Figure 1. Sizing map (run 1).
Scale: 3 px per um.
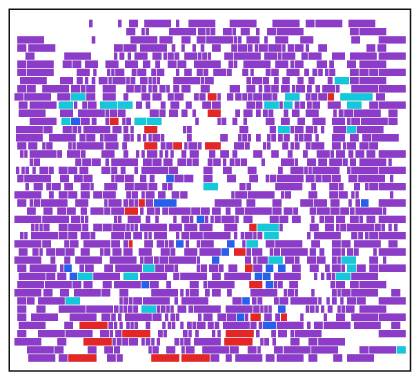
Figure 2. Routing congestion (run 1).
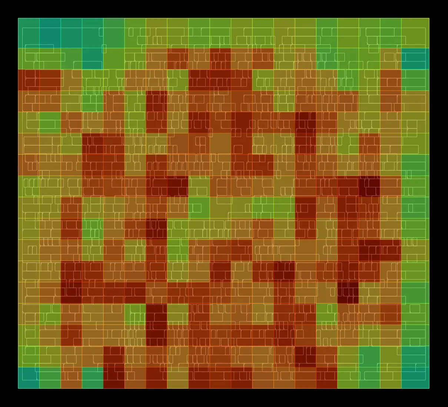
Figure 3. Gate families picked out (run 1).
Scale: 3 px per um.
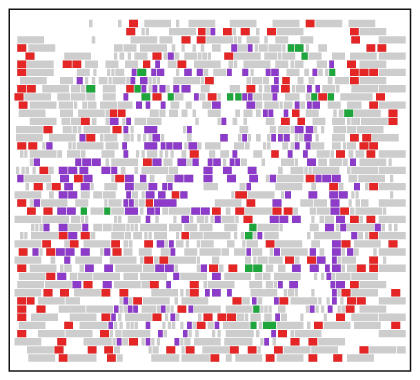
$ cat config.mk
export PLATFORM = sky130hd
export DESIGN_NAME = y86_fetch_stage_flat
export DESIGN_NICKNAME = d
export VERILOG_FILES = /design/src/rtl/y86_fetch_stage_pkg.sv /design/src/rtl/y86_fetch_stage_if.sv /design/src/rtl/y86_predecode.sv /design/src/rtl/y86_fetch_stage.sv /design/src/flat_wrapper.sv
export SDC_FILE = /design/constraint.sdc
export NUM_CORES = 1
export LEC_CHECK = 0
export CAP_MARGIN = 20
export CORE_ASPECT_RATIO = 0.9
export CORE_UTILIZATION = 65
export CTS_BUF_LIST = sky130_fd_sc_hd__clkbuf_4 sky130_fd_sc_hd__clkbuf_8
export DETAILED_ROUTE_END_ITERATION = 8
export DONT_BUFFER_PORTS = 1
export HOLD_SLACK_MARGIN = 0.08
export PLACE_DENSITY = 0.81
export SLEW_MARGIN = 25
export SYNTH_ARGS = -nofsm -noshare
export SYNTH_HDL_FRONTEND = slang
export SYNTH_HIERARCHICAL = 1
export SYNTH_SLANG_ARGS = --single-unit
$ cat constraint.sdc
create_clock -name clk -period 6.7 [get_ports clk]
set_clock_uncertainty 0.15 [all_clocks]
set_input_delay 1.34 -clock clk [delete_from_list [all_inputs] [get_ports clk]]
set_output_delay 1.34 -clock clk [all_outputs]
set_load 0.01 [all_outputs]
$ cat src/rtl/y86_fetch_stage_pkg.sv
// y86_fetch_stage_pkg
// Shared definitions for the Y86 fetch stage: word/bus widths, icode
// constants, status codes, fetch FSM states, the IF/ID register layout and
// the instruction length table.
// Optional feature macro used by files that import this package:
// FETCH_PERF_EN (fetch/bubble performance counters).
package y86_fetch_stage_pkg;

    localparam int WORD    = 32;
    localparam int INSTBUS = 48;
    localparam int LEN_W   = 3;

    localparam logic [WORD-1:0] ZEROWORD = '0;
    localparam logic            ENABLE   = 1'b1;

    localparam logic [3:0] IHALT   = 4'h0;
    localparam logic [3:0] INOP    = 4'h1;
    localparam logic [3:0] IRRMOVL = 4'h2;
    localparam logic [3:0] IIRMOVL = 4'h3;
    localparam logic [3:0] IRMMOVL = 4'h4;
    localparam logic [3:0] IMRMOVL = 4'h5;
    localparam logic [3:0] IOPL    = 4'h6;
    localparam logic [3:0] IJXX    = 4'h7;
    localparam logic [3:0] ICALL   = 4'h8;
    localparam logic [3:0] IRET    = 4'h9;
    localparam logic [3:0] IPUSHL  = 4'hA;
    localparam logic [3:0] IPOPL   = 4'hB;

    localparam logic [3:0] REG_NONE = 4'hF;

    typedef enum logic [1:0] {
        STAT_AOK = 2'd0,
        STAT_HLT = 2'd1,
        STAT_ADR = 2'd2,
        STAT_INS = 2'd3
    } stat_e;

    typedef enum logic [1:0] {
        ST_RUN      = 2'd0,
        ST_RET_WAIT = 2'd1,
        ST_HALTED   = 2'd2
    } fetch_state_e;

    typedef struct packed {
        logic            valid;
        logic [3:0]      icode;
        logic [3:0]      ifun;
        logic [3:0]      ra;
        logic [3:0]      rb;
        logic [WORD-1:0] valc;
        logic [WORD-1:0] valp;
        logic [WORD-1:0] pc;
        stat_e           stat;
    } if_id_t;

    // Reset image differs from a bubble only in icode (halt vs nop).
    localparam if_id_t IFID_RESET = '{valid: 1'b0, icode: IHALT, ifun: 4'h0,
                                      ra: REG_NONE, rb: REG_NONE,
                                      valc: ZEROWORD, valp: ZEROWORD,
                                      pc: ZEROWORD, stat: STAT_AOK};

    localparam if_id_t IFID_BUBBLE = '{valid: 1'b0, icode: INOP, ifun: 4'h0,
                                       ra: REG_NONE, rb: REG_NONE,
                                       valc: ZEROWORD, valp: ZEROWORD,
                                       pc: ZEROWORD, stat: STAT_AOK};

    // Byte length of an instruction from its icode; unknown icodes take one
    // byte so that valP stays well defined for the INS report.
    function automatic logic [LEN_W-1:0] inst_length(input logic [3:0] icode);
        logic [LEN_W-1:0] len;
        case (icode)
            IHALT, INOP, IRET:             len = 3'd1;
            IRRMOVL, IOPL, IPUSHL, IPOPL:  len = 3'd2;
            IJXX, ICALL:                   len = 3'd5;
            IIRMOVL, IRMMOVL, IMRMOVL:     len = 3'd6;
            default:                       len = 3'd1;
        endcase
        return len;
    endfunction

endpackage

$ cat src/rtl/y86_fetch_stage_if.sv
// y86_fetch_stage_if
// Bundles everything between the fetch stage and its surroundings except
// clk/rst: hazard-unit controls, the instruction-memory port, the IF/ID
// register outputs and a debug view of the fetch FSM state.
//   master : the fetch stage (drives fetch_addr_o, id_*, halted_o, state_o)
//   slave  : hazard unit / memory / decode side
// Handshake: there is no valid/ready pair; inst_i must be valid in the same
// cycle fetch_addr_o is presented, and id_valid_o marks a real instruction
// in IF/ID (0 = bubble).
// With FETCH_PERF_EN defined, perf_fetched_o / perf_bubble_o are added.
interface y86_fetch_stage_if;
    import y86_fetch_stage_pkg::*;

    logic               stall_i;
    logic               flush_i;
    logic               redirect_i;
    logic [WORD-1:0]    redirect_pc_i;
    logic [WORD-1:0]    fetch_addr_o;
    logic [INSTBUS-1:0] inst_i;
    logic               id_valid_o;
    logic [3:0]         id_icode_o;
    logic [3:0]         id_ifun_o;
    logic [3:0]         id_ra_o;
    logic [3:0]         id_rb_o;
    logic [WORD-1:0]    id_valc_o;
    logic [WORD-1:0]    id_valp_o;
    logic [WORD-1:0]    id_pc_o;
    logic [1:0]         id_stat_o;
    logic               halted_o;
    fetch_state_e       state_o;
`ifdef FETCH_PERF_EN
    logic [31:0]        perf_fetched_o;
    logic [31:0]        perf_bubble_o;
`endif

    modport master (
        input  stall_i, flush_i, redirect_i, redirect_pc_i, inst_i,
        output fetch_addr_o, id_valid_o, id_icode_o, id_ifun_o, id_ra_o,
               id_rb_o, id_valc_o, id_valp_o, id_pc_o, id_stat_o, halted_o,
               state_o
`ifdef FETCH_PERF_EN
        , output perf_fetched_o, perf_bubble_o
`endif
    );

    modport slave (
        output stall_i, flush_i, redirect_i, redirect_pc_i, inst_i,
        input  fetch_addr_o, id_valid_o, id_icode_o, id_ifun_o, id_ra_o,
               id_rb_o, id_valc_o, id_valp_o, id_pc_o, id_stat_o, halted_o,
               state_o
`ifdef FETCH_PERF_EN
        , input perf_fetched_o, perf_bubble_o
`endif
    );

endinterface

$ cat src/rtl/y86_predecode.sv
// y86_predecode
// Pure combinational predecode of the 6-byte big-endian window at pc_i.
// Ports:
//   inst_i  : bytes pc..pc+5, inst_i[47:40] = byte0
//   pc_i    : address of byte0
//   icode_o/ifun_o/ra_o/rb_o : decoded fields (ra/rb = REG_NONE without a
//             register byte)
//   valc_o  : little-endian constant word (0 when absent)
//   valp_o  : pc_i + length (wraps at 32 bits)
//   stat_o  : AOK / HLT / ADR / INS, ADR taking precedence
module y86_predecode
    import y86_fetch_stage_pkg::*;
#(
    parameter int INSTMEM_BYTES = 1024
) (
    input  logic [INSTBUS-1:0] inst_i,
    input  logic [WORD-1:0]    pc_i,
    output logic [3:0]         icode_o,
    output logic [3:0]         ifun_o,
    output logic [3:0]         ra_o,
    output logic [3:0]         rb_o,
    output logic [WORD-1:0]    valc_o,
    output logic [WORD-1:0]    valp_o,
    output stat_e              stat_o
);

    localparam logic [WORD:0] INSTMEM_LIMIT = {1'b0, INSTMEM_BYTES[WORD-1:0]};

    logic [LEN_W-1:0] len;
    logic             has_reg;
    logic [WORD:0]    last_byte;
    logic             adr_err;

    assign icode_o = inst_i[47:44];
    assign ifun_o  = inst_i[43:40];
    assign len     = inst_length(icode_o);
    assign has_reg = (len == 3'd2) || (len == 3'd6);

    assign ra_o = has_reg ? inst_i[39:36] : REG_NONE;
    assign rb_o = has_reg ? inst_i[35:32] : REG_NONE;

    always_comb begin
        valc_o = ZEROWORD;
        if (len == 3'd6) begin
            valc_o = {inst_i[7:0], inst_i[15:8], inst_i[23:16], inst_i[31:24]};
        end else if (len == 3'd5) begin
            valc_o = {inst_i[15:8], inst_i[23:16], inst_i[31:24], inst_i[39:32]};
        end
    end

    assign valp_o = pc_i + {{(WORD-LEN_W){1'b0}}, len};

    // 33-bit so a window that runs past 2^32 still reads as out of range.
    assign last_byte = {1'b0, pc_i} + {{(WORD-LEN_W+1){1'b0}}, len} - {{WORD{1'b0}}, 1'b1};
    assign adr_err   = (last_byte >= INSTMEM_LIMIT);

    always_comb begin
        stat_o = STAT_AOK;
        if (adr_err) begin
            stat_o = STAT_ADR;
        end else if (icode_o > IPOPL) begin
            stat_o = STAT_INS;
        end else if (icode_o == IHALT) begin
            stat_o = STAT_HLT;
        end
    end

endmodule

$ cat src/rtl/y86_fetch_stage.sv
// y86_fetch_stage
// Y86 fetch stage: owns the PC, presents it as fetch_addr_o, predecodes the
// returned window and loads the IF/ID register one cycle later.
// Ports:
//   clk  : rising-edge clock
//   rst  : asynchronous active-high reset
//   fif  : y86_fetch_stage_if.master (controls, imem port, IF/ID outputs,
//          halted_o, state_o debug view)
// Cycle priority: rst > redirect_i > stall_i > normal fetch.
// FSM: RUN fetches and advances the PC; RET_WAIT holds the PC on the ret and
// issues bubbles until redirect_i; HALTED holds the PC on the faulting/halt
// instruction and issues bubbles until rst.
// Optional macro FETCH_PERF_EN adds perf_fetched_o / perf_bubble_o.
module y86_fetch_stage
    import y86_fetch_stage_pkg::*;
#(
    parameter logic [31:0] RESET_PC      = 32'h0000_0000,
    parameter int          INSTMEM_BYTES = 1024
) (
    input  logic               clk,
    input  logic               rst,
    y86_fetch_stage_if.master  fif
);

    fetch_state_e    state_q, state_d;
    logic [WORD-1:0] pc_q, pc_d;
    if_id_t          ifid_q, ifid_d;

    logic [3:0]      pd_icode, pd_ifun, pd_ra, pd_rb;
    logic [WORD-1:0] pd_valc, pd_valp, pred_pc;
    stat_e           pd_stat;

    logic            redirect_take;
    logic            load_bubble;
    logic            load_inst;

    y86_predecode #(.INSTMEM_BYTES(INSTMEM_BYTES)) u_predecode (
        .inst_i  (fif.inst_i),
        .pc_i    (pc_q),
        .icode_o (pd_icode),
        .ifun_o  (pd_ifun),
        .ra_o    (pd_ra),
        .rb_o    (pd_rb),
        .valc_o  (pd_valc),
        .valp_o  (pd_valp),
        .stat_o  (pd_stat)
    );

    assign pred_pc       = ((pd_icode == IJXX) || (pd_icode == ICALL)) ? pd_valc : pd_valp;
    assign redirect_take = fif.redirect_i && (state_q != ST_HALTED);

    always_ff @(posedge clk or posedge rst) begin
        if (rst) begin
            state_q <= ST_RUN;
            pc_q    <= RESET_PC;
            ifid_q  <= IFID_RESET;
        end else begin
            state_q <= state_d;
            pc_q    <= pc_d;
            ifid_q  <= ifid_d;
        end
    end

    always_comb begin
        state_d     = state_q;
        pc_d        = pc_q;
        ifid_d      = ifid_q;
        load_bubble = 1'b0;
        load_inst   = 1'b0;

        if (redirect_take) begin
            pc_d        = fif.redirect_pc_i;
            state_d     = ST_RUN;
            load_bubble = 1'b1;
        end else if (fif.stall_i) begin
            load_bubble = fif.flush_i;
        end else begin
            case (state_q)
                ST_RUN: begin
                    // Halt/error and ret leave the PC on the instruction
                    // itself; everything else follows the prediction.
                    if (pd_stat != STAT_AOK) begin
                        state_d = ST_HALTED;
                    end else if (pd_icode == IRET) begin
                        state_d = ST_RET_WAIT;
                    end else begin
                        pc_d = pred_pc;
                    end
                    load_bubble = fif.flush_i;
                    load_inst   = !fif.flush_i;
                end
                default: begin
                    load_bubble = 1'b1;
                end
            endcase
        end

        if (load_bubble) begin
            ifid_d = IFID_BUBBLE;
        end else if (load_inst) begin
            ifid_d = '{valid: ENABLE, icode: pd_icode, ifun: pd_ifun,
                       ra: pd_ra, rb: pd_rb, valc: pd_valc, valp: pd_valp,
                       pc: pc_q, stat: pd_stat};
        end
    end

    assign fif.fetch_addr_o = pc_q;
    assign fif.id_valid_o   = ifid_q.valid;
    assign fif.id_icode_o   = ifid_q.icode;
    assign fif.id_ifun_o    = ifid_q.ifun;
    assign fif.id_ra_o      = ifid_q.ra;
    assign fif.id_rb_o      = ifid_q.rb;
    assign fif.id_valc_o    = ifid_q.valc;
    assign fif.id_valp_o    = ifid_q.valp;
    assign fif.id_pc_o      = ifid_q.pc;
    assign fif.id_stat_o    = ifid_q.stat;
    assign fif.halted_o     = (state_q == ST_HALTED);
    assign fif.state_o      = state_q;

`ifdef FETCH_PERF_EN
    logic [31:0] perf_fetched_q, perf_bubble_q;
    logic        count_bubble;

    // Bubbles forced while stalled are not counted.
    assign count_bubble = load_bubble && (redirect_take || !fif.stall_i);

    always_ff @(posedge clk or posedge rst) begin
        if (rst) begin
            perf_fetched_q <= '0;
            perf_bubble_q  <= '0;
        end else begin
            if (load_inst) begin
                perf_fetched_q <= perf_fetched_q + 32'd1;
            end
            if (count_bubble) begin
                perf_bubble_q <= perf_bubble_q + 32'd1;
            end
        end
    end

    assign fif.perf_fetched_o = perf_fetched_q;
    assign fif.perf_bubble_o  = perf_bubble_q;
`endif

endmodule

$ cat src/flat_wrapper.sv
// flat-port wrapper written by rule: the top's interface ports become plain ports
module y86_fetch_stage_flat import y86_fetch_stage_pkg::*;
#(
    parameter logic [31:0] RESET_PC      = 32'h0000_0000,
    parameter int          INSTMEM_BYTES = 1024
)
  (clk, rst, fif_stall_i, fif_flush_i, fif_redirect_i, fif_redirect_pc_i, fif_inst_i, fif_fetch_addr_o, fif_id_valid_o, fif_id_icode_o, fif_id_ifun_o, fif_id_ra_o, fif_id_rb_o, fif_id_valc_o, fif_id_valp_o, fif_id_pc_o, fif_id_stat_o, fif_halted_o, fif_state_o);
  y86_fetch_stage_if fif_i ();
  input  logic clk;
  input  logic rst;
  input wire logic [$bits(fif_i.stall_i)-1:0] fif_stall_i;
  input wire logic [$bits(fif_i.flush_i)-1:0] fif_flush_i;
  input wire logic [$bits(fif_i.redirect_i)-1:0] fif_redirect_i;
  input wire logic [$bits(fif_i.redirect_pc_i)-1:0] fif_redirect_pc_i;
  input wire logic [$bits(fif_i.inst_i)-1:0] fif_inst_i;
  output wire logic [$bits(fif_i.fetch_addr_o)-1:0] fif_fetch_addr_o;
  output wire logic [$bits(fif_i.id_valid_o)-1:0] fif_id_valid_o;
  output wire logic [$bits(fif_i.id_icode_o)-1:0] fif_id_icode_o;
  output wire logic [$bits(fif_i.id_ifun_o)-1:0] fif_id_ifun_o;
  output wire logic [$bits(fif_i.id_ra_o)-1:0] fif_id_ra_o;
  output wire logic [$bits(fif_i.id_rb_o)-1:0] fif_id_rb_o;
  output wire logic [$bits(fif_i.id_valc_o)-1:0] fif_id_valc_o;
  output wire logic [$bits(fif_i.id_valp_o)-1:0] fif_id_valp_o;
  output wire logic [$bits(fif_i.id_pc_o)-1:0] fif_id_pc_o;
  output wire logic [$bits(fif_i.id_stat_o)-1:0] fif_id_stat_o;
  output wire logic [$bits(fif_i.halted_o)-1:0] fif_halted_o;
  output wire logic [$bits(fif_i.state_o)-1:0] fif_state_o;
  assign fif_i.stall_i = fif_stall_i;
  assign fif_i.flush_i = fif_flush_i;
  assign fif_i.redirect_i = fif_redirect_i;
  assign fif_i.redirect_pc_i = fif_redirect_pc_i;
  assign fif_i.inst_i = fif_inst_i;
  assign fif_fetch_addr_o = fif_i.fetch_addr_o;
  assign fif_id_valid_o = fif_i.id_valid_o;
  assign fif_id_icode_o = fif_i.id_icode_o;
  assign fif_id_ifun_o = fif_i.id_ifun_o;
  assign fif_id_ra_o = fif_i.id_ra_o;
  assign fif_id_rb_o = fif_i.id_rb_o;
  assign fif_id_valc_o = fif_i.id_valc_o;
  assign fif_id_valp_o = fif_i.id_valp_o;
  assign fif_id_pc_o = fif_i.id_pc_o;
  assign fif_id_stat_o = fif_i.id_stat_o;
  assign fif_halted_o = fif_i.halted_o;
  assign fif_state_o = fif_i.state_o;
  y86_fetch_stage #(.RESET_PC(RESET_PC), .INSTMEM_BYTES(INSTMEM_BYTES)) u_core (.clk(clk), .rst(rst), .fif(fif_i));
endmodule
==> flow_metrics.tcl, run 1 <==
# implementation run metrics
set metrics [dict create \
    status "finished, final reports clean" \
    timing.final.ws_setup_ps 695 \
    path_cells "mux2_2 -> inv_1 -> ha_1 -> inv_1 -> ha_1 -> inv_1 -> fa_1 -> nand2b_1 -> a21oi_1 -> o211ai_2 -> o211ai_2 -> a31o_1 -> xor2_1 -> nor4_2 -> nand3_1 -> a2111o_1 -> or4_1 -> or3_2 -> buf_12 -> a211o_1 -> a31oi_1" \
    postLayoutCellArea_um2 10400 \
    nNonClkInverters 51 \
    io_pins 235 \
    sh_seq_area 0.359 \
    port_buffers 0 \
    postSynthAreaPerCell_um2 9.07 \
    area_leaders "dfrtp_1, a22o_1, ha_1" \
    dpl.hpwl_um 21500 \
    max_freq_mhz 167 \
    num_vias 9168 \
    pwr-share-clk 0.223 \
    final_common_cell "dfrtp_1" \
    pwr-share-comb 0.430 \
    whs_ps 411 \
    powerDensity_nw_per_um2 309 \
    fp-row-count 42 \
    warning_count 60 \
    clk_pin_slew_ps 90 \
    cap_violations 0 \
    dp.cells 1229 \
    hold_start "u_core/fif.id_valid_o$_DFFE_PP0P_" \
    synth_top_area_share 0.350 \
    h-tree-depth 4 \
    final_antenna_net_count 0 \
    overflow 0 \
    critical_path_class "input port to flip-flop" \
    flop_cell "dfrtp_1" \
    cp.arrival_ps 6230 \
    vias_per_cell 7.27 \
    startpoint "fif_inst_i[46]" \
    crit_top_cell "inv_1" \
    rsz0062_at_grt "false" \
    cts_resized 0 \
    internal_power_uw 1790 \
    pwr-share-seq 0.347 \
    max_slew.worst_pin.slew_ps 1110 \
    antenna_found_initial 0 \
    dieArea_um2 16000 \
    area_share_clock_buf_inv 0.0383 \
]
Back to the opening pictures, Figure 1:
x3 and x4: drawn in blue, cells 21, share 2.0%, most used buf_4. x6 and larger: drawn in cyan, cells 29, share 2.7%, most used clkbuf_8. x2: drawn in red, cells 25, share 2.4%, most used dfstp_2. x1 and smaller: drawn in purple, cells 988, share 93%, most used dfrtp_1.
area grow syn2layout: 3.45%
Buffers, non-clock: 15

Back to the opening pictures, Figure 2:
post-detailed-route wirelength per cell: 24.4 um
final core occ: 0.698
GR peak layer: met2

Back to the opening pictures, Figure 3:
non-inverting ao/oa cells: drawn in red, cells 167, where all over the die. aoi and oai cells: drawn in purple, cells 222. and/or cells: drawn in green, cells 23.

[run 1: synthesized netlist by cell type, types with 3 or more instances]
cell,instances
dfrtp_1,141
nand2_1,140
a22o_1,105
a21oi_1,68
clkbuf_1,66
ha_1,65
o221ai_1,65
nor2_1,54
inv_1,51
xnor2_1,41
a31oi_1,36
nor3_1,36
a211o_1,34
nand3_1,19
o21ai_0,17
nand2b_1,15
buf_4,14
o22a_1,11
a21o_1,8
dfstp_2,8
nand4_1,8
a211oi_1,7
buf_2,7
and3_1,6
mux2i_1,6
o211ai_1,6
o21ai_1,6
and4_1,5
o21a_1,5
or3_1,5
xor2_1,5
buf_1,4
buf_6,4
and2_1,3
nor2b_1,3
nor4_1,3
o21bai_1,3
[run 1: per-layer routing]
| metal | vias to the layer above | GRT usage | part of all wire | routed length, um |
|---|---|---|---|---|
| met5 | - | 0 | 0 | 0 |
| met4 | 0 | 0.158 | 0.039 | 1220 |
| met3 | 94 | 0.101 | 0.11 | 3280 |
| met2 | 633 | 0.601 | 0.45 | 13900 |
| met1 | 4429 | 0.525 | 0.40 | 12400 |
| li1 | 4012 | - | - | - |
[run 1: power groups by stage]
stage / Sequential [uW] / Clock [uW] / Combinational [uW]
final: 1110 / 718 / 1380
after global routing: 1120 / 764 / 1510
after CTS: 1110 / 727 / 1350
after detailed placement: 1130 / 0 / 1340
after global placement: 1130 / 0 / 1330
after floorplan: 1070 / 0 / 1080
[run 1: cell families (layout without fill, tap and decap cells)]
family                   after synthesis  after routing
adder cells (fa/ha/maj)               67             67
flip-flops                           149            149
multiplexers                           7              7
buffers and inverters                146             98
AND-OR/OR-AND                        389            389
XOR/XNOR                              46             46
AND/OR/NAND/NOR                      307            307
==> run 1 -> run 2 <==
--- a/config.mk
+++ b/config.mk
@@ -5,14 +5,16 @@
 export SDC_FILE = /design/constraint.sdc
 export NUM_CORES = 1
 export LEC_CHECK = 0
-export CAP_MARGIN = 20
+export CAP_MARGIN = 15
 export CORE_ASPECT_RATIO = 0.9
+export CORE_MARGIN = 3
 export CORE_UTILIZATION = 65
 export CTS_BUF_LIST = sky130_fd_sc_hd__clkbuf_4 sky130_fd_sc_hd__clkbuf_8
 export DETAILED_ROUTE_END_ITERATION = 8
 export DONT_BUFFER_PORTS = 1
 export HOLD_SLACK_MARGIN = 0.08
 export PLACE_DENSITY = 0.81
+export REMOVE_ABC_BUFFERS = 1
 export SLEW_MARGIN = 25
 export SYNTH_ARGS = -nofsm -noshare
 export SYNTH_HDL_FRONTEND = slang
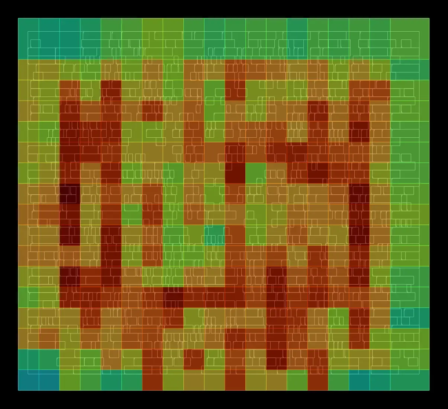
Figure 4: run 2, routing congestion.
All-Layer GR Usage: 0.367
final core occ: 0.698

==> flow_metrics.tcl, run 2 <==
# implementation run metrics
set metrics [dict create \
    highest_layer "met4" \
    grt.busiest_layer "met2" \
    clk_pin_slew_ps 80 \
    wl_met3_um 4160 \
    critical_path_class "input port to flip-flop" \
    m1WireLength_um 12500 \
    overflow 0 \
    p_comb_uw 1390 \
    final_common_cell "dfrtp_1" \
    max_slew.worst_pin.slew_ps 805 \
    vias_per_cell 7.20 \
    hold_start "u_core/fif.id_valid_o$_DFFE_PP0P_" \
    status "finished, final reports clean" \
    clock_power_uw 688 \
    max_freq_mhz 164 \
    dieArea_um2 17000 \
    postLayoutCellArea_um2 10400 \
    flop_cell "dfrtp_1" \
    rsz0062_at_grt "false" \
    cts_resized 0 \
    wl_met2_um 14300 \
    postSynthAreaPerCell_um2 9.07 \
    fp-row-count 42 \
    timing.final.ws_setup_ps 609 \
    internal_power_uw 1780 \
    powerDensity_nw_per_um2 305 \
    dp.cells 1232 \
    cap_violations 0 \
    top_cells_by_count "dfrtp_1, nand2_1, a22o_1, a21oi_1, clkbuf_1" \
    grtUsageMet1 0.487 \
    p_seq_uw 1110 \
    areaGrowthSynthToFinish_pct 3.37 \
    synth_dominant_cell_count "dfrtp_1" \
    h-tree-depth 4 \
    pwr-share-comb 0.436 \
    path_cells "mux2_2 -> inv_1 -> ha_1 -> inv_1 -> ha_1 -> inv_1 -> fa_1 -> nand2b_1 -> a21oi_1 -> o211ai_2 -> o211ai_2 -> a31o_1 -> xor2_1 -> nor4_2 -> nand3_1 -> a2111o_1 -> or4_1 -> or3_2 -> buf_4 -> a211o_1 -> a31oi_1" \
    synth_top_area_share 0.350 \
    whs_ps 405 \
    grt_use_met2 0.565 \
]
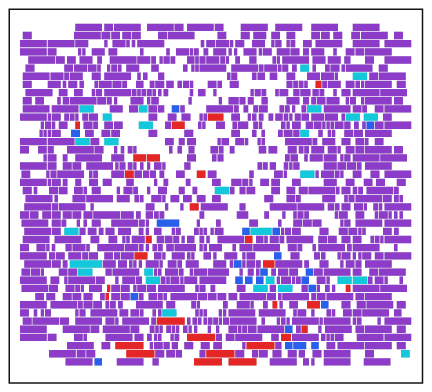
Figure 5: run 2, sizing map.
Scale: 3 px per um.
x1 and smaller: drawn in purple, cells 988, share 93%, most used dfrtp_1. x3 and x4: drawn in blue, cells 22, share 2.1%, most used buf_4. x6 and larger: drawn in cyan, cells 27, share 2.5%, most used clkbuf_8. x2: drawn in red, cells 28, share 2.6%, most used dfstp_2.

==> run 2: cell counts after synthesis <==
No cell type changed its count.
==> run 2: cell families (layout without fill, tap and decap cells) <==
group | Yosys count | count (layout)
AOI/OAI and AO/OA | 389 | 389
xor gates and xnor gates | 46 | 46
buffers and inverters | 146 | 100
muxes | 7 | 7
adders and majority gates | 67 | 67
DFF | 149 | 149
and+or+nand+nor | 307 | 307
==> run 2: worst max-delay path by stage <==
stage,start,to,slack (ps),cells after the start
after CTS,fif_inst_i[46],u_core/fif.fetch_addr_o[7]$_DFFE_PP0P_,690,21
after global routing,fif_inst_i[46],u_core/fif.fetch_addr_o[7]$_DFFE_PP0P_,350,20
after global placement,fif_inst_i[46],u_core/fif.fetch_addr_o[7]$_DFFE_PP0P_,360,21
after floorplan,fif_redirect_i,u_core/fif.id_icode_o[1]$_DFFE_PP0P_,-1040,3
final,fif_inst_i[46],u_core/fif.fetch_addr_o[7]$_DFFE_PP0P_,610,21
after detailed placement,fif_inst_i[46],u_core/fif.fetch_addr_o[11]$_DFFE_PP0P_,240,21
==> run 2: worst register-to-register path, cell delays in order (launching register included) <==
cell	delay [ps]
dfrtp_1	570
inv_1	90
ha_1	310
inv_1	60
ha_1	170
inv_1	60
fa_1	340
nand2b_1	150
a21oi_1	330
o211ai_2	120
o211ai_2	120
a31o_1	220
xor2_1	80
nor4_2	370
nand3_1	150
a2111o_1	430
or4_1	500
or3_2	470
buf_4	250
a211o_1	270
a31oi_1	190
==> run 2: cell type report <==
cell class                 count  area [um2]
multi-input combinational    816        5710
fill                        1179        4510
tap                          198         248
timing repair buffer          18         148
sequential                   149        3740
clock inverter                13         121
clock buffer                  18         248
inverter                      51         196
==> run 2 -> run 3 <==
--- a/config.mk
+++ b/config.mk
@@ -13,7 +13,7 @@
 export DETAILED_ROUTE_END_ITERATION = 8
 export DONT_BUFFER_PORTS = 1
 export HOLD_SLACK_MARGIN = 0.08
-export PLACE_DENSITY = 0.81
+export PLACE_DENSITY_LB_ADDON = 0.05
 export REMOVE_ABC_BUFFERS = 1
 export SLEW_MARGIN = 25
 export SYNTH_ARGS = -nofsm -noshare
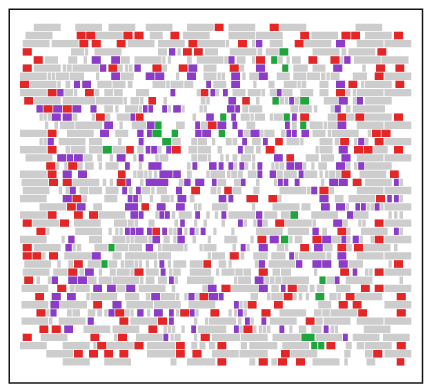
Figure 6: run 3, gate families picked out.
Scale: 3 px per um.
aoi and oai cells: drawn in purple, cells 222. and/or cells: drawn in green, cells 23. non-inverting ao/oa cells: drawn in red, cells 167, where all over the die.
Cell Count, Final, Fillers Out: 1,264
Comb area share: 0.546
most numerous logic cell after layout: dfrtp_1

==> flow_metrics.tcl, run 3 <==
# implementation run metrics
set metrics [dict create \
    io_pins 235 \
    swShare 0.420 \
    dpl.hpwl_um 21500 \
    top_cells_by_count "dfrtp_1, nand2_1, a22o_1, a21oi_1, clkbuf_1" \
    cts_resized 0 \
    rsz0062_at_grt "false" \
    slowest_delay_ps 500 \
    postSynthAreaPerCell_um2 9.07 \
    track_usage 0.362 \
    cts_tree "yes" \
    grt_pass1_vias 8572 \
    flop_cell "dfrtp_1" \
    fp-utilization 0.675 \
    synth_top_area_share 0.350 \
    dp.cells 1232 \
    dieArea_um2 17000 \
    whs_ps 416 \
    grt_start_max_net_pins 79 \
    warning_count 59 \
    clk_pin_slew_ps 80 \
    peakVddDrop_mv 0.193 \
    cap_violations 0 \
    areaGrowthSynthToFinish_pct 3.94 \
    switching_power_uw 1350 \
    hp-class "flip-flop to flip-flop" \
    status "finished, final reports clean" \
    h-tree-depth 4 \
    hold_start "u_core/fif.id_valid_o$_DFFE_PP0P_" \
    crit_top_cell "inv_1" \
    final_antenna_net_count 0 \
    port_buffers 0 \
    critical_path_class "input port to flip-flop" \
    pwr-share-clk 0.235 \
    max_freq_mhz 164 \
    p_seq_uw 1110 \
    worst_setup_path_start_kind "input port" \
    clock_power_uw 757 \
    internal_power_uw 1870 \
    overflow 0 \
    powerDensity_nw_per_um2 307 \
    r2r_slack_ps 1210 \
    clockRootBuffer "clkbuf_8" \
    pwr-share-seq 0.344 \
    clockBufferDepth 2 \
    vias_per_cell 7.16 \
    r2r_start "u_core/fif.fetch_addr_o[1]$_DFFE_PP0P_" \
    max_slew.worst_pin.slew_ps 904 \
    num_vias 9053 \
    pwr-share-comb 0.421 \
    path_cells "mux2_2 -> inv_1 -> ha_1 -> inv_1 -> ha_1 -> inv_1 -> fa_1 -> nand2b_1 -> a21oi_1 -> o211ai_2 -> o211ai_2 -> a31o_1 -> xor2_1 -> nor4_2 -> nand3_1 -> a2111o_1 -> or4_1 -> or3_2 -> buf_4 -> a211o_1 -> a31oi_1" \
    synth_dominant_cell_count "dfrtp_1" \
    startpoint "fif_inst_i[46]" \
    antenna_found_initial 0 \
    min_period_ps 6100 \
    area_leaders "dfrtp_1, a22o_1, ha_1" \
    fp-row-count 42 \
    syn-cell-area_um2 10100 \
    power_leader "combinational cells" \
    p_comb_uw 1350 \
    numSynthFlops 149 \
    cp.arrival_ps 6340 \
    worstSkewPairLatency_ps 470 \
    die_h_um 124 \
    fill_cells 1188 \
    slew_headroom 0.397 \
    timing.final.ws_setup_ps 595 \
]
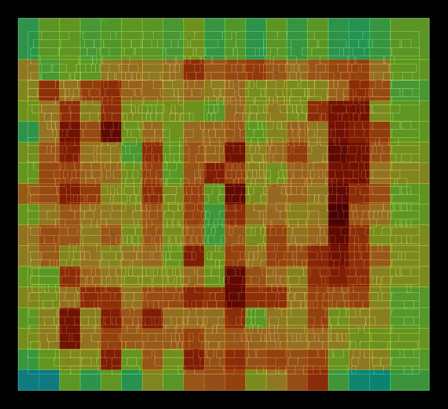
Figure 7: run 3, routing congestion.
met3 usage: 0.106
final core occ: 0.701
post-detailed-route wirelength per cell: 24.6 um
met1 GRT Util: 0.494

[run 3: netlist changes by cell type in the layout (fill, tap and decap cells not counted), sizes merged]
cell | previous run | this run
inv | 57 | 52
clkbuf | 18 | 21
bufinv | 1 | 3
clkinv | 4 | 5
[run 3: metal layers]
metal / global-route usage / wire length (um)
met5: 0 / 0
met4: 0.143 / 1030
met2: 0.546 / 13900
met3: 0.106 / 3500
met1: 0.494 / 12700
[run 3: kinds of logic (layout without fill, tap and decap cells)]
family,count (synthesis),count (layout),share of synthesized area
adders and majority gates,67,67,0.0847
xor gates and xnor gates,46,46,0.0400
buffers and inverters,146,101,0.0635
DFF,149,149,0.371
muxes,7,7,0.00708
and+or+nand+nor,307,307,0.140
AOI/OAI and AO/OA,389,389,0.294
[run 3: metrics by stage]
step / util / area, um2 / power (uW)
finish: 0.701 / 10500 / 3220
global route: 0.701 / 10500 / 3410
CTS: 0.701 / 10500 / 3190
detailed placement: 0.673 / 10000 / 2430
global placement: 0.673 / 10000 / 2420
floorplan: - / 9620 / 2120
[run 3: area by class of cell]
cell class,instances,area [um2],share of cell area
sequential,149,3740,0.357
inverter,51,196,0.0188
timing repair buffer,18,148,0.0141
tap,198,248,0.0237
multi-input combinational,816,5710,0.546
clock inverter,11,150,0.0143
clock buffer,21,277,0.0264
[run 3: worst max path at each step]
stage | endpoint | cells past startpoint
final | u_core/fif.fetch_addr_o[13]$_DFFE_PP0P_ | 21
after global routing | u_core/fif.fetch_addr_o[4]$_DFFE_PP0P_ | 22
after CTS | u_core/fif.fetch_addr_o[13]$_DFFE_PP0P_ | 21
after detailed placement | u_core/fif.fetch_addr_o[3]$_DFFE_PP0P_ | 21
after global placement | u_core/fif.fetch_addr_o[11]$_DFFE_PP0P_ | 21
after floorplan | u_core/fif.id_icode_o[1]$_DFFE_PP0P_ | 3

==> notes/layouts.md <==
Pictures saved along the way, in no particular order.

Met3 routing.
panel A
Scale: 3 px per um.
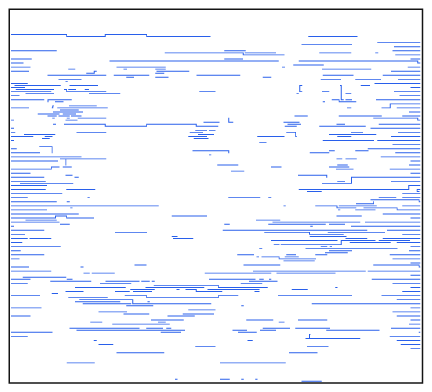
panel B
Scale: 3 px per um.
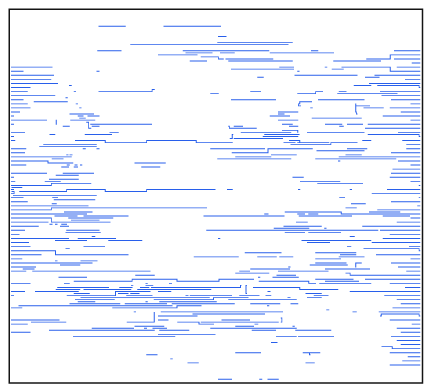
panel C
Scale: 4 px per um.
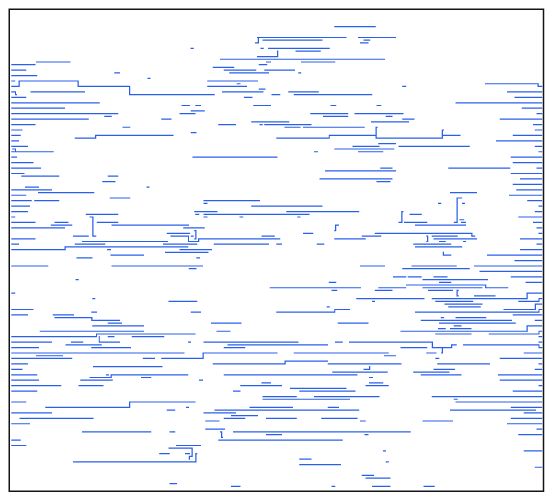
- panel B = run 2
- panel C = run 1
- panel A = run 3

Key to panel C:
The wires run mostly horizontal. The layer holds 11% of the routed length. The layer carries 3,280 um of wire. 263 nets have wire on it.

No activity file was given, so power comes from the tool's default toggle rates.
